===== config.mk =====
export PLATFORM = sky130hd
export DESIGN_NAME = mix_unround
export DESIGN_NICKNAME = d
export VERILOG_FILES = /design/src/rtl/mix_unround.sv
export SDC_FILE = /design/constraint.sdc
export NUM_CORES = 1
export LEC_CHECK = 0
export ABC_CLOCK_PERIOD_IN_PS = 17000
export CAP_MARGIN = 20
export CORE_MARGIN = 5
export CORE_UTILIZATION = 25
export CTS_BUF_LIST = sky130_fd_sc_hd__clkbuf_8
export CTS_CLUSTER_DIAMETER = 40
export DETAILED_ROUTE_END_ITERATION = 10
export PLACE_DENSITY_LB_ADDON = 0.3
export SLEW_MARGIN = 30
export SYNTH_ARGS = -nofsm -noshare
export SYNTH_HDL_FRONTEND = slang
export SYNTH_SLANG_ARGS = --single-unit

===== constraint.sdc =====
create_clock -name clk -period 17 [get_ports clk]
set_clock_uncertainty 0.05 [all_clocks]
set_input_delay 3.4 -clock clk [delete_from_list [all_inputs] [get_ports clk]]
set_output_delay 3.4 -clock clk [all_outputs]
set_load 0.01 [all_outputs]

===== src/rtl/mix_unround.sv =====
// Iterative inverse of the 8x32-bit add/xor/shift mixing round.
// One word update per clock, 24 updates per round, valid/ready on both sides.
module mix_unround #(
  parameter int unsigned NUM_ROUNDS = 1
) (
  input  logic         clk,
  input  logic         rst,
  input  logic         in_valid,
  output logic         in_ready,
  input  logic [255:0] in_data,
  output logic         out_valid,
  input  logic         out_ready,
  output logic [255:0] out_data,
  output logic         busy
);

  localparam int unsigned W          = 32;
  localparam int unsigned NW         = 8;
  localparam logic [4:0]  LAST_STEP  = 5'd23;
  localparam logic [7:0]  LAST_ROUND = 8'(NUM_ROUNDS - 1);

  typedef enum logic [1:0] {IDLE, RUN, DONE} state_t;

  state_t        state_q, state_d;
  logic [4:0]    step_q;
  logic [7:0]    round_q;
  logic [W-1:0]  o [NW];

  logic          load, adv, last_step, last_round;
  logic [2:0]    idx, i1, i2, i3, i4, i5;
  logic [W-1:0]  new_word;

  // Steps run i = 7..0 inside each phase, so the word index is the inverted low step bits.
  always_comb begin
    idx = ~step_q[2:0];
    i1  = idx + 3'd1;
    i2  = idx + 3'd2;
    i3  = idx + 3'd3;
    i4  = idx + 3'd4;
    i5  = idx + 3'd5;
    case (step_q[4:3])
      2'd0:    new_word = o[idx] + (o[i2] >> 17) - (o[i4] >> 12);
      2'd1:    new_word = o[idx] ^ (o[i3] << 16);
      default: new_word = o[idx] - o[i1] + o[i5];
    endcase
  end

  always_comb begin
    state_d    = state_q;
    load       = 1'b0;
    adv        = 1'b0;
    last_step  = (step_q == LAST_STEP);
    last_round = (round_q == LAST_ROUND);
    case (state_q)
      IDLE: begin
        if (in_valid) begin
          load    = 1'b1;
          state_d = RUN;
        end
      end
      RUN: begin
        adv = 1'b1;
        if (last_step && last_round) state_d = DONE;
      end
      DONE: begin
        if (out_ready) state_d = IDLE;
      end
      default: state_d = IDLE;
    endcase
  end

  always_ff @(posedge clk) begin
    if (rst) begin
      state_q <= IDLE;
      step_q  <= 5'd0;
      round_q <= 8'd0;
      for (int k = 0; k < NW; k++) o[k] <= '0;
    end else begin
      state_q <= state_d;
      if (load) begin
        step_q  <= 5'd0;
        round_q <= 8'd0;
        for (int k = 0; k < NW; k++) o[k] <= in_data[W*k +: W];
      end else if (adv) begin
        o[idx] <= new_word;
        if (last_step) begin
          step_q  <= 5'd0;
          round_q <= last_round ? 8'd0 : round_q + 8'd1;
        end else begin
          step_q <= step_q + 5'd1;
        end
      end
    end
  end

  // Outputs are decodes of registered state; in_ready is held low during reset.
  always_comb begin
    in_ready  = (state_q == IDLE) && !rst;
    out_valid = (state_q == DONE);
    busy      = (state_q == RUN);
    for (int k = 0; k < NW; k++) out_data[W*k +: W] = o[k];
  end

endmodule


==> results.txt <==
fresh numbers from the pnr run: status complete, no violations, Slowest cell on crit path buf_4, peak supply drop approximately 0.085 mV, Sw Share between 40% and 50%, TritonCTS clock tree built, Final non-clock buffer share 17.9%, fill count roughly 9500, total tool warning count 31, sequential cell count 271, tap cells around 1200, first-pass GRT wire length ~160000 um, Root Buffer clkbuf_8, Layout Cells excl Fill 3979, main flop type edfxtp_1, Yosys chip area 0.0232 mm^2, kind of critical path in -> out, initial antenna violation count 14, pin count of the biggest net entering global routing approximately 80, Largest stage delay, worst path between 0.6 and 0.7 ns, metal2 WL between 50000 and 60000 um, #MultiIn Comb 1688
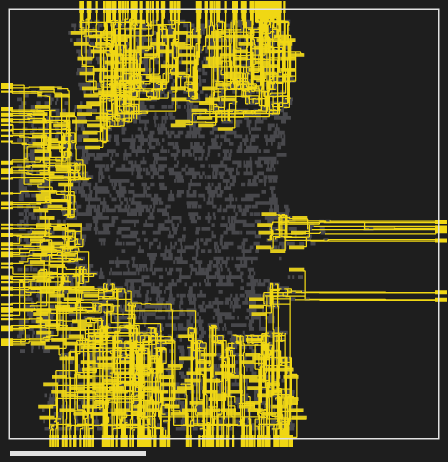
port_trees.png
Bar = 100 um.
[yellow] out_data | bits: 256 | direction: output | edge: 101 bottom, 88 top, 55 left, 12 right | end cells: 256 | wire: 27.3 mm
IO Pins: 519
Port Buf Inserts: 518

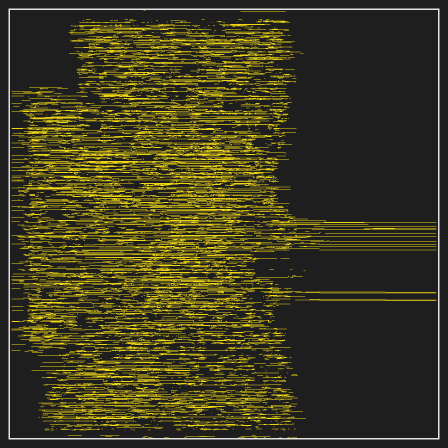
m1.png
share of all routed wire: 41%
longest straight run: 122 um
main direction: horizontal
Routed WL: 111000 um
Via Count: 21100
GR Util met1: 27.9%

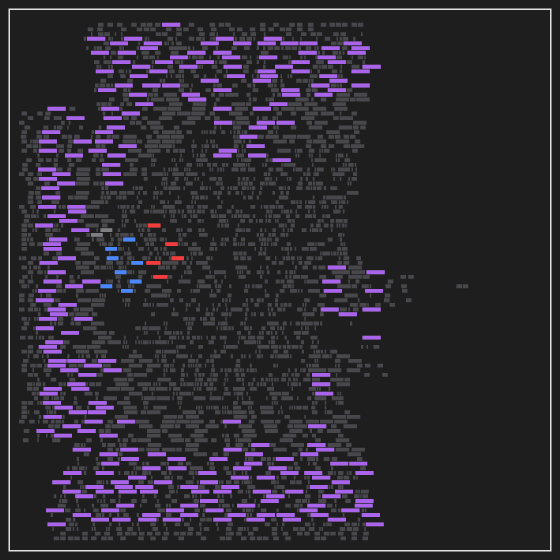
ff_map.png
[blue] round_q | placed flops: 8 | where: left middle
[purple] o | placed flops: 256
[red] step_q | placed flops: 5 | where: left middle
not colored: 2
fin util: 33.3%
flop share of the area: 26.1%
register area: 0.00800 mm^2
seq pwr: 0.891 mW

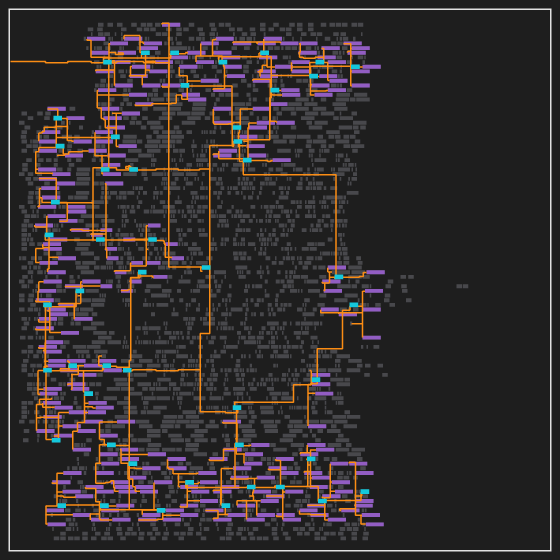
clock_wires.png
[purple] flip-flops | count: 271
[cyan] clock-net drivers | count: 49
[orange] clock wires | length: 4700 um
routed clock nets: 50
Clk. pwr: 0.627 mW
Latency at later pin: 0.66 ns
clock share of power: 17.2%

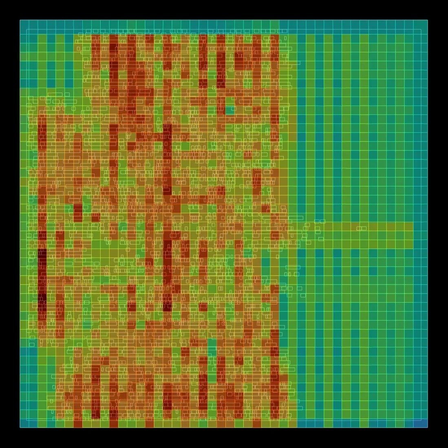
congestion_map.png
GRT busiest layer: met2
GRT Resource Usage Total: 21.4%

Power figures rest on the tool's default switching activity, not on a simulated workload.
